<file path="src/rtl/uart_pkg.sv">
// Shared types and constants for the UART transmit scheduler.
package uart_pkg;

    typedef enum logic [2:0] {
        IDLE,
        CFG,
        WRITE,
        WSTART,
        WEND
    } state_e;

    localparam int BYTES_NORMAL = 1;
    localparam int BYTES_BURST  = 4;
    localparam int MODE_BIT     = 31;
    localparam int DEF_BAUDBITS = 9;

endpackage

</file>
<file path="src/rtl/uart_tx_sched_rr_arbiter.sv">
// Combinational round-robin pick: first asserted request at or after ptr, wrapping.
module rr_arbiter #(
    parameter int NREQ = 4
) (
    input  logic [NREQ-1:0] req,
    input  logic [2:0]      ptr,
    output logic [NREQ-1:0] gnt,
    output logic [2:0]      gnt_idx
);

    logic found;

    always_comb begin
        gnt     = '0;
        gnt_idx = '0;
        found   = 1'b0;
        // Upper segment first, then wrap to the bottom of the vector.
        for (int i = 0; i < NREQ; i++) begin
            if (!found && (i >= int'(ptr)) && req[i]) begin
                found   = 1'b1;
                gnt[i]  = 1'b1;
                gnt_idx = 3'(i);
            end
        end
        for (int i = 0; i < NREQ; i++) begin
            if (!found && req[i]) begin
                found   = 1'b1;
                gnt[i]  = 1'b1;
                gnt_idx = 3'(i);
            end
        end
    end

endmodule

</file>
<file path="src/rtl/uart_tx_sched.sv">
// Round-robin scheduler sharing one UART core transmitter among NREQ requesters;
// reprograms BRG/MODE only when the shadowed settings differ from the request.
module uart_tx_sched
    import uart_pkg::*;
#(
    parameter int NREQ     = 4,
    parameter int BAUDBITS = DEF_BAUDBITS,
    parameter int TMO      = 8
) (
    input  logic                 clk,
    input  logic                 resetn,
    input  logic [NREQ-1:0]      req,
    input  logic [NREQ*32-1:0]   word,
    input  logic [NREQ-1:0]      burst,
    input  logic [BAUDBITS-1:0]  baud,
    output logic [NREQ-1:0]      ack,
    output logic                 busy,
    output logic [2:0]           owner,
    output logic                 tmo_err,
    output logic [31:0]          core_d,
    output logic                 core_wrbaud,
    output logic                 core_wrtx,
    input  logic                 core_tend
);

    localparam int CW = $clog2(TMO) + 1;

    state_e              state_q, state_d;
    logic [2:0]          owner_q, owner_d;
    logic [2:0]          ptr_q, ptr_d;
    logic                sh_valid_q, sh_valid_d;
    logic                sh_mode_q, sh_mode_d;
    logic [BAUDBITS-1:0] sh_baud_q, sh_baud_d;
    logic                tmo_err_q, tmo_err_d;
    logic [2:0]          sent_q, sent_d;
    logic [CW-1:0]       cnt_q, cnt_d;
    logic [31:0]         word_q, word_d;
    logic                burst_q, burst_d;
    logic [BAUDBITS-1:0] baud_q, baud_d;
    logic [2:0]          need_q, need_d;

    logic [NREQ-1:0]     gnt;
    logic [2:0]          gnt_idx;
    logic                cfg_needed;

    rr_arbiter #(.NREQ(NREQ)) u_arb (
        .req     (req),
        .ptr     (ptr_q),
        .gnt     (gnt),
        .gnt_idx (gnt_idx)
    );

    assign cfg_needed = !sh_valid_q || (sh_mode_q != burst_q) || (sh_baud_q != baud_q);

    always_ff @(posedge clk or negedge resetn) begin
        if (!resetn) begin
            state_q    <= IDLE;
            owner_q    <= '0;
            ptr_q      <= '0;
            sh_valid_q <= 1'b0;
            sh_mode_q  <= 1'b0;
            sh_baud_q  <= '0;
            tmo_err_q  <= 1'b0;
            sent_q     <= '0;
            cnt_q      <= '0;
        end else begin
            state_q    <= state_d;
            owner_q    <= owner_d;
            ptr_q      <= ptr_d;
            sh_valid_q <= sh_valid_d;
            sh_mode_q  <= sh_mode_d;
            sh_baud_q  <= sh_baud_d;
            tmo_err_q  <= tmo_err_d;
            sent_q     <= sent_d;
            cnt_q      <= cnt_d;
        end
    end

    // Captured request payload; only meaningful once a grant has loaded it.
    always_ff @(posedge clk) begin
        word_q  <= word_d;
        burst_q <= burst_d;
        baud_q  <= baud_d;
        need_q  <= need_d;
    end

    always_comb begin
        state_d    = state_q;
        owner_d    = owner_q;
        ptr_d      = ptr_q;
        sh_valid_d = sh_valid_q;
        sh_mode_d  = sh_mode_q;
        sh_baud_d  = sh_baud_q;
        tmo_err_d  = tmo_err_q;
        sent_d     = sent_q;
        cnt_d      = cnt_q;
        word_d     = word_q;
        burst_d    = burst_q;
        baud_d     = baud_q;
        need_d     = need_q;
        case (state_q)
            IDLE: begin
                if ((|req) && core_tend) begin
                    state_d = CFG;
                    owner_d = gnt_idx;
                    ptr_d   = (gnt_idx == 3'(NREQ - 1)) ? 3'd0 : gnt_idx + 3'd1;
                    baud_d  = baud;
                    for (int i = 0; i < NREQ; i++) begin
                        if (gnt[i]) begin
                            word_d  = word[32*i +: 32];
                            burst_d = burst[i];
                        end
                    end
                end
            end
            CFG: begin
                if (cfg_needed) begin
                    sh_valid_d = 1'b1;
                    sh_mode_d  = burst_q;
                    sh_baud_d  = baud_q;
                end
                state_d = WRITE;
            end
            WRITE: begin
                need_d  = burst_q ? 3'(BYTES_BURST) : 3'(BYTES_NORMAL);
                sent_d  = '0;
                cnt_d   = '0;
                state_d = WSTART;
            end
            WSTART: begin
                if (!core_tend) begin
                    state_d = WEND;
                end else if (cnt_q == CW'(TMO - 1)) begin
                    tmo_err_d = 1'b1;
                    state_d   = IDLE;
                end else begin
                    cnt_d = cnt_q + 1'b1;
                end
            end
            WEND: begin
                if (core_tend) begin
                    sent_d = sent_q + 3'd1;
                    if (sent_q + 3'd1 == need_q) begin
                        state_d = IDLE;
                    end else begin
                        // Inter-byte tend gap: restart the start window for the next byte.
                        cnt_d   = '0;
                        state_d = WSTART;
                    end
                end
            end
            default: state_d = IDLE;
        endcase
    end

    always_comb begin
        ack         = '0;
        core_d      = '0;
        core_wrbaud = 1'b0;
        core_wrtx   = 1'b0;
        case (state_q)
            CFG: begin
                if (cfg_needed) begin
                    core_wrbaud              = 1'b1;
                    core_d[BAUDBITS-1:0]     = baud_q;
                    core_d[MODE_BIT]         = burst_q;
                end
            end
            WRITE: begin
                core_wrtx = 1'b1;
                core_d    = word_q;
                for (int i = 0; i < NREQ; i++) begin
                    if (owner_q == 3'(i)) ack[i] = 1'b1;
                end
            end
            default: ;
        endcase
    end

    assign busy    = (state_q != IDLE);
    assign owner   = owner_q;
    assign tmo_err = tmo_err_q;

endmodule
</file>
<file path="config.mk">
export PLATFORM = sky130hd
export DESIGN_NAME = uart_tx_sched
export DESIGN_NICKNAME = d
export VERILOG_FILES = /design/src/rtl/uart_pkg.sv /design/src/rtl/uart_tx_sched_rr_arbiter.sv /design/src/rtl/uart_tx_sched.sv
export SDC_FILE = /design/constraint.sdc
export NUM_CORES = 1
export LEC_CHECK = 0
export CORE_MARGIN = 2
export CORE_UTILIZATION = 38
export CTS_CLUSTER_DIAMETER = 100
export DETAILED_ROUTE_END_ITERATION = 8
export PLACE_DENSITY = 0.77
export SKIP_LAST_GASP = 1
export SLEW_MARGIN = 30
export SYNTH_ARGS = -nofsm -noshare
export SYNTH_HDL_FRONTEND = slang
export SYNTH_HIERARCHICAL = 1
export SYNTH_SLANG_ARGS = --single-unit
export TNS_END_PERCENT = 20
</file>
<file path="constraint.sdc">
create_clock -name clk -period 4.2 [get_ports clk]
set_input_delay 0.42 -clock clk [delete_from_list [all_inputs] [get_ports clk]]
set_output_delay 0.42 -clock clk [all_outputs]
set_load 0.01 [all_outputs]
</file>
Run 1, wiring heat map:
The die is cut into 22 by 22 equal tiles; black is low, pale yellow is high, scaled to the fullest tile. Values are wire area over tile area, all layers added.
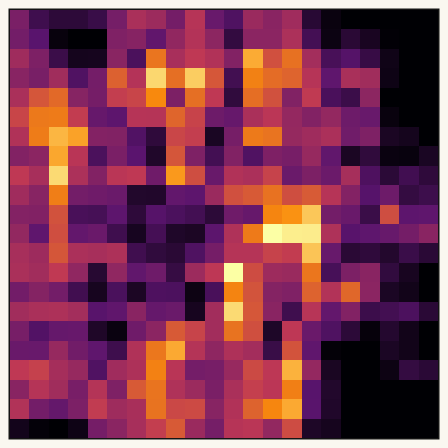
emptiest ninth of the die = lower right
nearly empty tiles = 9.7%
tiles over half the peak = 21%
mean over tiles = 0.16
fullest tile = 0.48
Routed WL per cell: 16.1 um
Vias: 3941
Tot GR Track Use: 0.205

Run 1, cell placement:
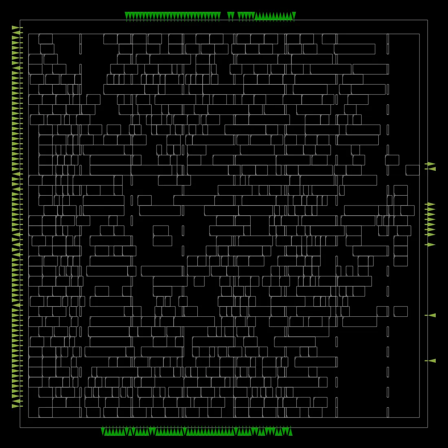
flip-flops: 72
flop share of the area: 0.312

==> ci_impl_report.md, run 1 <==
## Implementation flow summary

| Metric | Value |
|---|---|
| Dominant register cell | `edfxtp_1` |
| Endpoints failing hold | `0` |
| Row Count | `38` |
| Max reg flops | `32` |
| Sw frac | `0.383` |
| Clock Power Share | `0.155` |
| Status | `finished, final reports clean` |
| Most common logic cells in the final layout | `clkdlybuf4s50_1, nor2_1, edfxtp_1, a21oi_1` |
| Routing usage on met3 | `0.0492` |
| Yosys Warn Count | `6` |
| Required time worst endpoint | `3.78 ns` |
| Final period utilization | `0.761` |
| Largest net degree at the start of global routing | `47` |
| Mux share | `0.127` |
| Final setup viols | `0` |
| Max-slew violation count | `0` |
| Die y size | `~110 um` |
| Pwr Density | `553 nW/um^2` |
| Tot Pwr | `3.58 mW` |
| Gate Area | `2060 um^2` |
| H-tree levels | `3` |
| Slew @ Worst Pin | `between 0.8 and 0.9 ns` |
| Starting DRT DRC Count | `around 190` |
| Number of non-clock buffers in the layout | `199` |
| Final worst slack | `1.00 ns` |
| RSZ-0062 raised after global routing | `false` |
| Ant. Diodes | `0` |
| GRT busiest layer | `met2` |
| Critical Path End Type | `primary output` |
| Yosys xor share | `0.0267` |
| Worst-path clk slew | `0.09 ns` |
| Final ANT Viol Nets | `0` |
| Final setup TNS | `0 ns` |
| CTS Buf Count | `9` |
| Post-Synth AOI/OAI Area | `0.160` |
| Synth Instances | `about 430` |
Run 1, wires at chosen ports, followed through buffers:
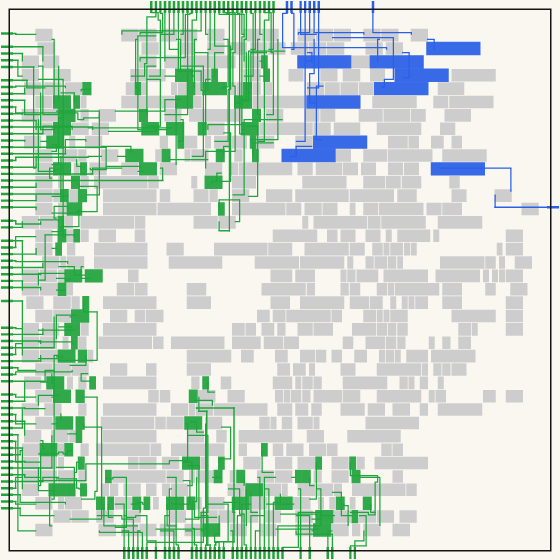
blue -> `baud`  # bits 9, direction input, edge 8 top, 1 right, end cells 9, wire 239 um
green -> `word`  # bits 128, direction input, edge 63 left, 37 bottom, 28 top, end cells 96, wire 2750 um
# port buffers: 190
IO Count: 191

## run 1: cell usage after synthesis (all sizes together), types with 2 or more instances
cell | n | share of area
nor2 | 49 | 0.045
and2 | 3 | 0.0047
mux2i | 35 | 0.082
or3 | 2 | 0.0029
nor4 | 3 | 0.0059
or2 | 3 | 0.0044
o21bai | 2 | 0.0035
a21oi | 42 | 0.049
o41ai | 2 | 0.0059
o21a | 4 | 0.0073
and3 | 24 | 0.035
nand2 | 40 | 0.035
nand2b | 4 | 0.0059
xor2 | 4 | 0.0082
inv | 12 | 0.011
a31oi | 2 | 0.0029
o21ai | 41 | 0.048
mux2 | 15 | 0.045
edfxtp | 44 | 0.31
ha | 3 | 0.0088
a22o | 10 | 0.021
buf | 9 | 0.016
nand4 | 2 | 0.0029
nor3b | 2 | 0.0062
xnor2 | 9 | 0.019
o22ai | 3 | 0.0044
dfrtp | 28 | 0.16
clkbuf | 21 | 0.019
a21o | 2 | 0.0035
## run 1: critical path, cell delays in order, from the launching register on
cell and delay [ns]:
dfrtp_1 0.37, buf_4 0.23, nor3b_4 0.35, o21a_1 0.68
a22o_1 0.25, clkdlybuf4s50_1 0.54
## run 1: worst max path at each step
| stage | to | cells past startpoint | slack, ns | from |
|---|---|---|---|---|
| 2_1_floorplan | burst_q | 7 | 0.96 | ptr_q[2] |
| 3_3_place_gp | word_q[7] | 8 | 1.20 | req[2] |
| 3_5_place_dp | word_q[8] | 8 | 1.03 | req[2] |
| 4_1_cts | core_d[6] | 5 | 1.01 | state_q[1] |
| 5_1_grt | core_d[7] | 4 | 0.82 | state_q[2] |
| 6_report | core_d[6] | 5 | 1.00 | state_q[1] |
## run 1: routing by layer
metal	vias up	wire length, um
met4	0	266
met5	-	0
li1	1919	-
met1	1861	4980
met3	19	795
met2	142	6130
==> inputs of run 2 (changes only) <==
--- a/config.mk
+++ b/config.mk
@@ -6,10 +6,10 @@
 export NUM_CORES = 1
 export LEC_CHECK = 0
 export CORE_MARGIN = 2
-export CORE_UTILIZATION = 38
+export CORE_UTILIZATION = 42
 export CTS_CLUSTER_DIAMETER = 100
 export DETAILED_ROUTE_END_ITERATION = 8
-export PLACE_DENSITY = 0.77
+export PLACE_DENSITY = 0.81
 export SKIP_LAST_GASP = 1
 export SLEW_MARGIN = 30
 export SYNTH_ARGS = -nofsm -noshare
==> constraint.sdc (replaced) <==
create_clock -name clk -period 3.3 [get_ports clk]
set_input_delay 0.33 -clock clk [delete_from_list [all_inputs] [get_ports clk]]
set_output_delay 0.33 -clock clk [all_outputs]
set_load 0.01 [all_outputs]
==> ci_impl_report.md, run 2 <==
## Implementation flow summary

| Metric | Value |
|---|---|
| Most common logic cells in the final layout | `clkdlybuf4s50_1, nor2_1, edfxtp_1, a21oi_1` |
| Synth top area share | `0.310 (unchanged)` |
| CP cell instances | `nor3b_4, o21a_1, a22o_1, clkdlybuf4s50_1` |
| Metal-1 WL | `4560 um (-8.6%)` |
| Row Count | `36 (-5.3%)` |
| Pwr Density | `717 nW/um^2 (+30%)` |
| Largest net degree at the start of global routing | `67 (+43%)` |
| Relative slew slack | `0.495` |
| WL met2 | `6250 um (+2.1%)` |
| Ant. Diodes | `0 (unchanged)` |
| Vias | `3961 (+0.51%)` |
| Buf+Inv Stages, Crit Path | `1 (-1)` |
| Status | `finished, final reports clean` |
| # port buffers | `190 (unchanged)` |
| Tot GR Track Use | `0.215 (+0.0101)` |
| Dominant register cell | `edfxtp_1` |
| Slew @ Worst Pin | `0.757 ns (-0.123 ns)` |
| Hpwl dp | `roughly 9000 um` |
| Yosys Warn Count | `6 (unchanged)` |
| Endpoints failing hold | `0 (unchanged)` |
| Final worst slack | `0.249 ns (-0.756 ns)` |
| RSZ-0062 raised after global routing | `false` |
| Most numerous cell in the Yosys netlist | `nor2_1` |
| H-tree levels | `3 (unchanged)` |
| DP Worst Slack | `0.556 ns` |
| Core area | `approximately 9800 um^2` |
| Final setup TNS | `0 ns (unchanged)` |
| Max-slew violation count | `0 (unchanged)` |
| Max reg flops | `32 (unchanged)` |
| Sw frac | `0.362 (-0.0205)` |
| Top cells by count | `nor2_1, edfxtp_1, a21oi_1` |
| Tot Pwr | `4.66 mW (+30%)` |
| Final period utilization | `0.925` |
| GRT busiest layer | `met2` |
| CP Data Arrival Time | `roughly 2.7 ns` |
| Slowest cell on crit path | `o21a_1` |
| CP top delay family | `AND-OR/OR-AND gates` |
| IO Count | `191 (unchanged)` |
| Largest area contributor in the netlist | `edfxtp_1` |
| Synth Instances | `433 (unchanged)` |
| Critical Path End Type | `primary output` |
| Routed WL per cell | `16.0 um (-0.37%)` |
| Final setup viols | `0 (unchanged)` |
| Routed wl met3 | `875 um (+10%)` |
| Worst-path clk slew | `0.07 ns (-0.02 ns)` |
| CTS Buf Count | `9 (unchanged)` |
| Final ANT Viol Nets | `0 (unchanged)` |
| Top cells by area | `edfxtp_1, dfrtp_1, mux2i_1` |
| Clock Power Share | `0.176 (+0.021)` |
| Die y size | `105 um (-4.7%)` |
run 2: power by group through the flow:
stage / logic (mW) / registers, mW / clock network (mW)
3_3_place_gp: 2.27 / 1.50 / 0
6_report: 2.34 / 1.50 / 0.821
5_1_grt: 2.56 / 1.53 / 0.866
3_5_place_dp: 2.34 / 1.51 / 0
4_1_cts: 2.36 / 1.50 / 0.835
2_1_floorplan: 1.49 / 1.46 / 0
run 2: final cells by class:
| cell class | instances | area (um^2) |
|---|---|---|
| clock buffer | 10 | 128 |
| fill | 806 | 3330 |
| timing repair buffer | 198 | 1960 |
| tap | 133 | 166 |
| multi-input combinational | 319 | 2060 |
| sequential | 72 | 2020 |
| clock inverter | 6 | 108 |
| inverter | 12 | 45.0 |
run 2: worst paths after layout:
check | endpoint | slack (ns) | from | cells after the start
min in group clk | tmo_err | 0.46 | tmo_err | 1
worst max-delay path | core_d[4] | 0.25 | state_q[2] | 4
max in group asynchronous | sh_baud_q[8] | 2.66 | resetn | 2
worst min register to register | tmo_err | 0.46 | tmo_err | 1
worst max register to register | burst_q | 0.83 | ptr_q[2] | 7
worst min-delay path | owner[1] | 0.36 | resetn | 2
run 2: logic make-up (layout without fill, tap and decap cells):
group                      after synthesis  after routing  share of synthesized area
muxes                                   50             50                      0.127
adders and majority gates                3              3                    0.00882
AOI/OAI and AO/OA                      115            115                      0.160
buffers and inverters                   42            226                     0.0450
other                                    1              1                   0.000881
xor gates and xnor gates                13             13                     0.0267
DFF                                     72             72                      0.475
and+or+nand+nor                        137            137                      0.156
run 2: worst register-to-register path: cells and delay by family, from the launching register on:
family	cells	cell delay, ns
compound gates	4	0.84
flops	1	0.48
buf+inv	1	0.51
simple gates	2	0.35
Run 2, wiring heat map:
The die is cut into 21 by 21 equal tiles; black is low, pale yellow is high, scaled to the fullest tile. Values are wire area over tile area, all layers added.
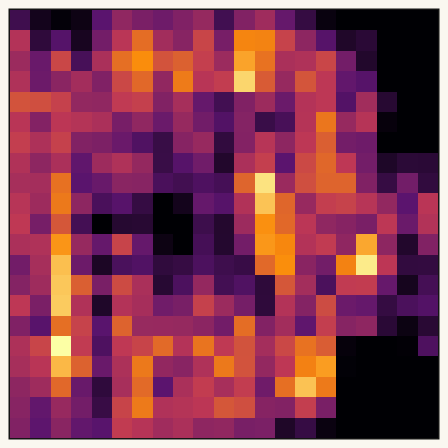
fullest tile = 0.50
nearly empty tiles = 12%
tiles over half the peak = 24%
mean over tiles = 0.18

Run 2, met3 routing:
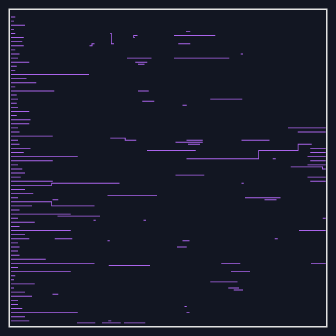
share of all routed wire = 7.3%
wire length on this layer = 876 um
nets with wire on the layer = 122

==> inputs of run 3 (changes only) <==
--- a/config.mk
+++ b/config.mk
@@ -11,7 +11,6 @@
 export DETAILED_ROUTE_END_ITERATION = 8
 export PLACE_DENSITY = 0.81
 export SKIP_LAST_GASP = 1
-export SLEW_MARGIN = 30
 export SYNTH_ARGS = -nofsm -noshare
 export SYNTH_HDL_FRONTEND = slang
 export SYNTH_HIERARCHICAL = 1
==> ci_impl_report.md, run 3 <==
## Implementation flow summary

| Metric | Value |
|---|---|
| Worst r2r dst | `burst_q` |
| Final period utilization | `0.925 (unchanged)` |
| GRT busiest layer | `met2` |
| CTS Buf Count | `9 (unchanged)` |
| Dominant register cell | `edfxtp_1` |
| Relative slew slack | `0.495 (unchanged)` |
| Slew @ Worst Pin | `0.757 ns (unchanged)` |
| Die y size | `105 um (unchanged)` |
| Top cells by area | `edfxtp_1, dfrtp_1, mux2i_1` |
| Mux share | `0.127 (unchanged)` |
| Vias | `3961 (unchanged)` |
| Core area | `9820 um^2 (unchanged)` |
| Slowest cell on crit path | `o21a_1` |
| H-tree levels | `3 (unchanged)` |
| Top cells by count | `nor2_1, edfxtp_1, a21oi_1` |
| Most common logic cells in the final layout | `clkdlybuf4s50_1, nor2_1, edfxtp_1, a21oi_1` |
| Pwr Density | `717 nW/um^2 (unchanged)` |
| Endpoints failing hold | `0 (unchanged)` |
| Tot GR Track Use | `0.215 (unchanged)` |
| Simple share | `0.156 (unchanged)` |
| Crit path launch | `state_q[2]` |
| FF-to-FF path depth | `7 (unchanged)` |
| Row Count | `36 (unchanged)` |
| Largest area contributor in the netlist | `edfxtp_1` |
| Final setup viols | `0 (unchanged)` |
| Synth Area in Adders | `0.00882 (unchanged)` |
| IO Count | `191 (unchanged)` |
| Post-Synth AOI/OAI Area | `0.160 (unchanged)` |
| RSZ-0062 raised after global routing | `false` |
| Yosys xor share | `0.0267 (unchanged)` |
| Max-slew violation count | `0 (unchanged)` |
| Most numerous cell in the Yosys netlist | `nor2_1` |
| Final worst slack | `0.249 ns (unchanged)` |
| Synth top area share | `0.310 (unchanged)` |
| Ant. Diodes | `0 (unchanged)` |
| Critical Path End Type | `primary output` |
| Final ANT Viol Nets | `0 (unchanged)` |
| Yosys Warn Count | `6 (unchanged)` |
| Max reg flops | `32 (unchanged)` |
| Synth Instances | `433 (unchanged)` |
| Status | `finished, final reports clean` |
[run 3: cell counts after synthesis]
Identical to the previous run, type by type.
[run 3: stage by stage]
stage          area, um^2  std cells  power [mW]
4_1_cts              6490        750        4.69
5_1_grt              6490        750        4.96
6_report             6490        750        4.66
3_3_place_gp         6260        734        3.77
2_1_floorplan        4260        433        2.95
3_5_place_dp         6260        734        3.85
[run 3: power breakdown]
part           total, mW  leakage [nW]  internal (mW)  switching (mW)
Combinational       2.34          1.65           1.18            1.16
Clock              0.821         0.118          0.500           0.321
Sequential          1.50         0.749           1.29           0.210
[run 3: final cells by class]
cell class	count	area (um^2)
clock inverters	6	108
repair buffers	198	1960
multi-input cells	319	2060
well taps	133	166
flip-flops and latches	72	2020
clock buffers	10	128
fillers	806	3330
inverters	12	45.0
[run 3: critical path: cells and delay by family, from the launching register on]
kind	cells	cell delay, ns
simple gates	1	0.38
buf+inv	1	0.54
compound gates	2	0.93
flops	1	0.54
[run 3: kinds of logic (layout without fill, tap and decap cells)]
family	Yosys count	after routing
XOR/XNOR	13	13
AND/OR/NAND/NOR	137	137
multiplexers	50	50
adder cells (fa/ha/maj)	3	3
AND-OR/OR-AND	115	115
buffers and inverters	42	226
flip-flops	72	72
other	1	1
[run 3: metal layers]
| layer | up-vias | routed length (um) |
|---|---|---|
| met5 | - | 0 |
| met4 | 0 | 317 |
| met3 | 24 | 875 |
| met2 | 169 | 6250 |
| met1 | 1852 | 4560 |
| li1 | 1916 | - |
Run 3, wires at chosen ports, followed through buffers:
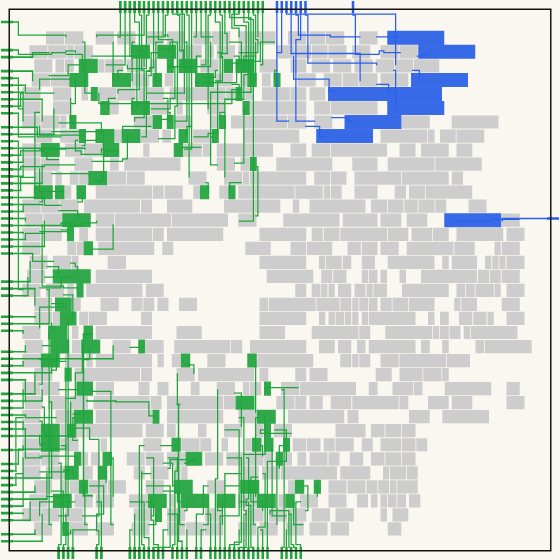

Run 3, where the registers sit:
Other sequential cells in the stronger gray, the rest of the logic in the fainter gray.
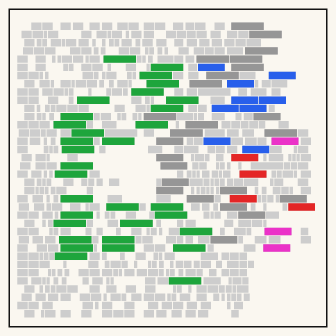
green -> `word_q`  # sequential cells 32
red -> `cnt_q`  # sequential cells 4, where middle right
magenta -> `owner`  # sequential cells 3
blue -> `sh_baud_q`  # sequential cells 9
not colored = 24
flop share of the area: 0.311
storage element area: 2020 um^2

Power and IR drop assume default switching activity.
